class_map.png
(1.5 px per µm)
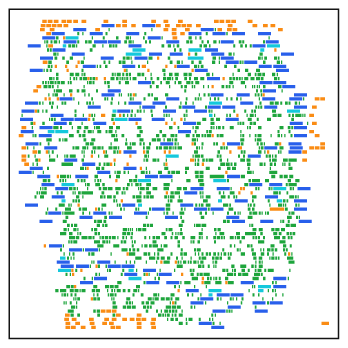
closeup.png
Window x 97 to 122, y 53 to 78 µm. Cells in grey, sequential cells in the stronger grey; small squares are vias.
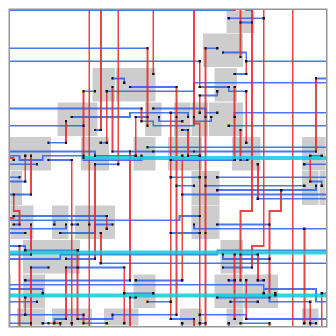
congestion_map.png
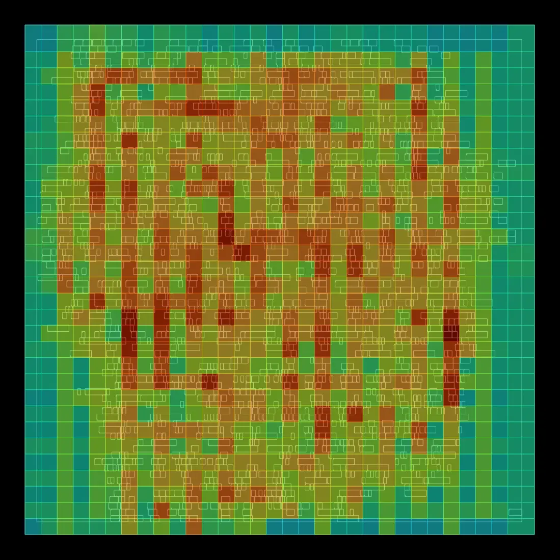
## config.mk

```make
export PLATFORM = sky130hd
export DESIGN_NAME = ex_div_seq
export DESIGN_NICKNAME = d
export VERILOG_FILES = /design/src/rtl/ex_div_seq.sv
export SDC_FILE = /design/constraint.sdc
export NUM_CORES = 1
export LEC_CHECK = 0
export CAP_MARGIN = 20
export CORE_MARGIN = 5
export CORE_UTILIZATION = 30
export CTS_CLUSTER_SIZE = 16
export DETAILED_ROUTE_END_ITERATION = 16
export GPL_ROUTABILITY_DRIVEN = 0
export GPL_TIMING_DRIVEN = 0
export PLACE_DENSITY_LB_ADDON = 0.08
export SYNTH_ARGS = -nofsm -noshare
export SYNTH_HDL_FRONTEND = slang
export SYNTH_SLANG_ARGS = --single-unit
```

## constraint.sdc

```tcl
create_clock -name clk -period 13.3 [get_ports clk]
set_input_delay 2.66 -clock clk [delete_from_list [all_inputs] [get_ports clk]]
set_output_delay 2.66 -clock clk [all_outputs]
set_load 0.02 [all_outputs]
```

## src/rtl/ex_div_seq.sv

```systemverilog
// Iterative radix-2 restoring divider for RV32M DIV/DIVU/REM/REMU beside the EX-stage ALU.
// Optional macro DIV_FASTPATH_EN: divide-by-zero and signed overflow go straight from IDLE to FIN.
module ex_div_seq #(
    parameter int unsigned WIDTH = 32
) (
    input  logic             clk,
    input  logic             rst_n,
    input  logic             start,
    input  logic [2:0]       funct3,
    input  logic [WIDTH-1:0] op_a,
    input  logic [WIDTH-1:0] op_b,
    input  logic             flush,
    output logic             stall,
    output logic             busy,
    output logic             done,
    output logic [WIDTH-1:0] result
);

    localparam int unsigned CW = $clog2(WIDTH);
    localparam logic [CW-1:0] LAST_ITER = CW'(WIDTH - 1);
    localparam logic [WIDTH-1:0] MIN_NEG = {1'b1, {(WIDTH-1){1'b0}}};
`ifdef DIV_FASTPATH_EN
    localparam bit FASTPATH = 1'b1;
`else
    localparam bit FASTPATH = 1'b0;
`endif

    typedef enum logic [1:0] {IDLE, CALC, FIN} state_t;

    state_t           state_q;
    logic [CW-1:0]    cnt_q;
    logic [WIDTH-1:0] rem_q, quo_q, div_q, spv_q, result_q;
    logic             neg_q, rem_op_q, spc_q, done_q, busy_q;

    // Operand decode for the accept cycle: funct3[1] selects REM, funct3[0] selects unsigned.
    logic             sgn_c, sa_c, sb_c, accept_c, spc_c;
    logic [WIDTH-1:0] mag_a_c, mag_b_c, spv_c;

    always_comb begin
        sgn_c    = ~funct3[0];
        sa_c     = sgn_c & op_a[WIDTH-1];
        sb_c     = sgn_c & op_b[WIDTH-1];
        mag_a_c  = sa_c ? (~op_a + WIDTH'(1)) : op_a;
        mag_b_c  = sb_c ? (~op_b + WIDTH'(1)) : op_b;
        accept_c = (state_q == IDLE) & start & funct3[2] & ~flush;
        spc_c    = 1'b0;
        spv_c    = '0;
        if (op_b == '0) begin
            spc_c = 1'b1;
            spv_c = funct3[1] ? op_a : '1;
        end else if (sgn_c && (op_a == MIN_NEG) && (op_b == '1)) begin
            spc_c = 1'b1;
            spv_c = funct3[1] ? '0 : MIN_NEG;
        end
    end

    // One restoring step: shift {rem, quo} left and trial-subtract the divisor with a sign bit.
    logic [WIDTH:0]   rem_sh_c, diff_c;
    logic [WIDTH-1:0] rem_d, quo_d, fin_c;

    always_comb begin
        rem_sh_c = {rem_q, quo_q[WIDTH-1]};
        diff_c   = rem_sh_c - {1'b0, div_q};
        rem_d    = diff_c[WIDTH] ? rem_sh_c[WIDTH-1:0] : diff_c[WIDTH-1:0];
        quo_d    = {quo_q[WIDTH-2:0], ~diff_c[WIDTH]};
        if (spc_q) begin
            fin_c = spv_q;
        end else if (rem_op_q) begin
            fin_c = neg_q ? (~rem_d + WIDTH'(1)) : rem_d;
        end else begin
            fin_c = neg_q ? (~quo_d + WIDTH'(1)) : quo_d;
        end
    end

    always_ff @(posedge clk or negedge rst_n) begin
        if (!rst_n) begin
            state_q  <= IDLE;
            cnt_q    <= '0;
            rem_q    <= '0;
            quo_q    <= '0;
            div_q    <= '0;
            spv_q    <= '0;
            result_q <= '0;
            neg_q    <= 1'b0;
            rem_op_q <= 1'b0;
            spc_q    <= 1'b0;
            done_q   <= 1'b0;
            busy_q   <= 1'b0;
        end else begin
            done_q <= 1'b0;
            if (flush) begin
                state_q <= IDLE;
                busy_q  <= 1'b0;
            end else begin
                case (state_q)
                    IDLE: begin
                        if (accept_c) begin
                            rem_op_q <= funct3[1];
                            neg_q    <= funct3[1] ? sa_c : (sa_c ^ sb_c);
                            quo_q    <= mag_a_c;
                            div_q    <= mag_b_c;
                            rem_q    <= '0;
                            cnt_q    <= '0;
                            spc_q    <= spc_c;
                            spv_q    <= spv_c;
                            busy_q   <= 1'b1;
                            if (FASTPATH && spc_c) begin
                                state_q  <= FIN;
                                result_q <= spv_c;
                                done_q   <= 1'b1;
                            end else begin
                                state_q <= CALC;
                            end
                        end
                    end
                    CALC: begin
                        rem_q <= rem_d;
                        quo_q <= quo_d;
                        cnt_q <= cnt_q + CW'(1);
                        if (cnt_q == LAST_ITER) begin
                            state_q  <= FIN;
                            result_q <= fin_c;
                            done_q   <= 1'b1;
                        end
                    end
                    FIN: begin
                        state_q <= IDLE;
                        busy_q  <= 1'b0;
                    end
                    default: begin
                        state_q <= IDLE;
                        busy_q  <= 1'b0;
                    end
                endcase
            end
        end
    end

    // Stall is combinational so EX freezes in the accept cycle itself.
    assign stall  = accept_c | (state_q == CALC);
    assign busy   = busy_q;
    assign done   = done_q;
    assign result = result_q;

endmodule

```

==> flow_summary.yaml <==
# generated from flow reports
critical_path:
  critPathMaxStageDelay_ns: 0.75
  critical-path-top-cell-by-count: "sky130_fd_sc_hd__clkbuf_1"
  critPathTopFamily: "buffers and inverters"
  timing.reg2reg.setup_slack_ns: 6.00
cells_and_area:
  largest_cell_class: "combinational gates"
  ff_count: 172
  layout.non_clock_inverters: 56
  final-clk-cell-share: 0.03957
worst_hold_path:
  worstHoldEndpoint: "spv_q[12]$_DFFE_PN0P_"
timing:
  finClkSkew_ns: 0.01520
power:
  clockNetworkPower_mw: 0.549
  power.switching_mw: 0.7528
  switching_share: 0.4036
place:
  io_buffer_count: 105
logic_synthesis:
  synth_area_leader_cell: "sky130_fd_sc_hd__dfrtp_1"
  syn-instance-count: 1646
  synth.net_count: 1757
clocking:
  cts_buffer_depth: 2
detailed_routing:
  drtPass1Iterations: 5
  top_signal_layer_used: "met4"
status:
  status: "complete, no violations"
global_route:
  grtUsageTotal: 0.2249
## Picture notes: class_map.png
colour	class	cells	share of their area
orange	remaining buffers and delay cells	201	9.8%
cyan	clock drivers and dummy loads	32	4.2%
green	remaining logic cells	1379	57%
blue	registers	172	29%

## Picture notes: closeup.png
colour	layer
blue	M1
red	M2
cyan	M3
sequential cells in the window	0
most frequent	nand2_1 (4)
cells with their middle in the window	33

## Picture notes: congestion_map.png
Avg WL per Cell: 22.56 µm
met2 Usage GRT: 0.3348
Post-Route Utilization: 0.3598

## per-stage QoR
step           hold slack, ns  area, µm²  std cells
4_1_cts                0.4772      15460       2369
3_5_place_dp           0.4608      14850       2337
2_1_floorplan          0.4408      13030       1646
3_3_place_gp           0.4523      14820       2336
5_1_grt                0.4991      15460       2369
6_report               0.4745      15460       2370
## cells in the mapped netlist, types with 10 or more instances
library cell / count
sky130_fd_sc_hd__and3_1: 13
sky130_fd_sc_hd__nor4_1: 24
sky130_fd_sc_hd__or3_1: 23
sky130_fd_sc_hd__a21oi_1: 135
sky130_fd_sc_hd__inv_1: 55
sky130_fd_sc_hd__o31ai_1: 45
sky130_fd_sc_hd__dfrtp_1: 172
sky130_fd_sc_hd__o21ai_0: 172
sky130_fd_sc_hd__o22ai_1: 10
sky130_fd_sc_hd__xnor2_1: 62
sky130_fd_sc_hd__nor2_1: 135
sky130_fd_sc_hd__nor2b_1: 39
sky130_fd_sc_hd__xor2_1: 58
sky130_fd_sc_hd__nand3_1: 30
sky130_fd_sc_hd__a211oi_1: 15
sky130_fd_sc_hd__nand4_1: 24
sky130_fd_sc_hd__nand2b_1: 16
sky130_fd_sc_hd__ha_1: 39
sky130_fd_sc_hd__a21o_1: 16
sky130_fd_sc_hd__and2_1: 12
sky130_fd_sc_hd__o21ai_1: 11
sky130_fd_sc_hd__nand2_1: 205
sky130_fd_sc_hd__nor3_1: 39
sky130_fd_sc_hd__clkbuf_1: 80
sky130_fd_sc_hd__o211ai_1: 14
sky130_fd_sc_hd__mux2_2: 10
sky130_fd_sc_hd__o41ai_1: 12
sky130_fd_sc_hd__or4_1: 13
sky130_fd_sc_hd__a31oi_1: 16
sky130_fd_sc_hd__mux2i_1: 38
## worst max-delay path by stage
stage                     slack (ns)  startpoint                     to  depth (start not counted)
after floorplan                 6.72       flush                  stall                          7
final                           4.41       flush                  stall                          9
after CTS                       4.35       flush                  stall                          9
after detailed placement        4.37       flush                  stall                          9
after global placement          1.51       rst_n  result[2]$_DFFE_PN0P_                          1
after global routing            4.22       flush                  stall                          9
## cell usage in the layout, fill, tap and decap left out, types with 45 or more instances in the layout
| master | n |
|---|---|
| sky130_fd_sc_hd__nand2_1 | 205 |
| sky130_fd_sc_hd__o21ai_0 | 172 |
| sky130_fd_sc_hd__dfrtp_1 | 172 |
| sky130_fd_sc_hd__nor2_1 | 135 |
| sky130_fd_sc_hd__a21oi_1 | 135 |
| sky130_fd_sc_hd__clkdlybuf4s50_1 | 104 |
| sky130_fd_sc_hd__clkbuf_1 | 80 |
| sky130_fd_sc_hd__xnor2_1 | 62 |
| sky130_fd_sc_hd__xor2_1 | 58 |
| sky130_fd_sc_hd__inv_1 | 55 |
| sky130_fd_sc_hd__o31ai_1 | 45 |
## routing by layer
layer,vias to the layer above,track usage
met5,-,0
met1,6402,0.3325
met4,0,0.05882
met3,43,0.04502
li1,6194,-
met2,393,0.3348
## registers in the layout, indices dropped and copies added, names as in the netlist
name	cells
neg_q	1
div_q	32
busy	1
spv_q	32
spc_q	1
result	32
state_q	2
rem_q	32
done	1
quo_q	32
rem_op_q	1
cnt_q	5
Power figures rest on the tool's default switching activity, not on a simulated workload.
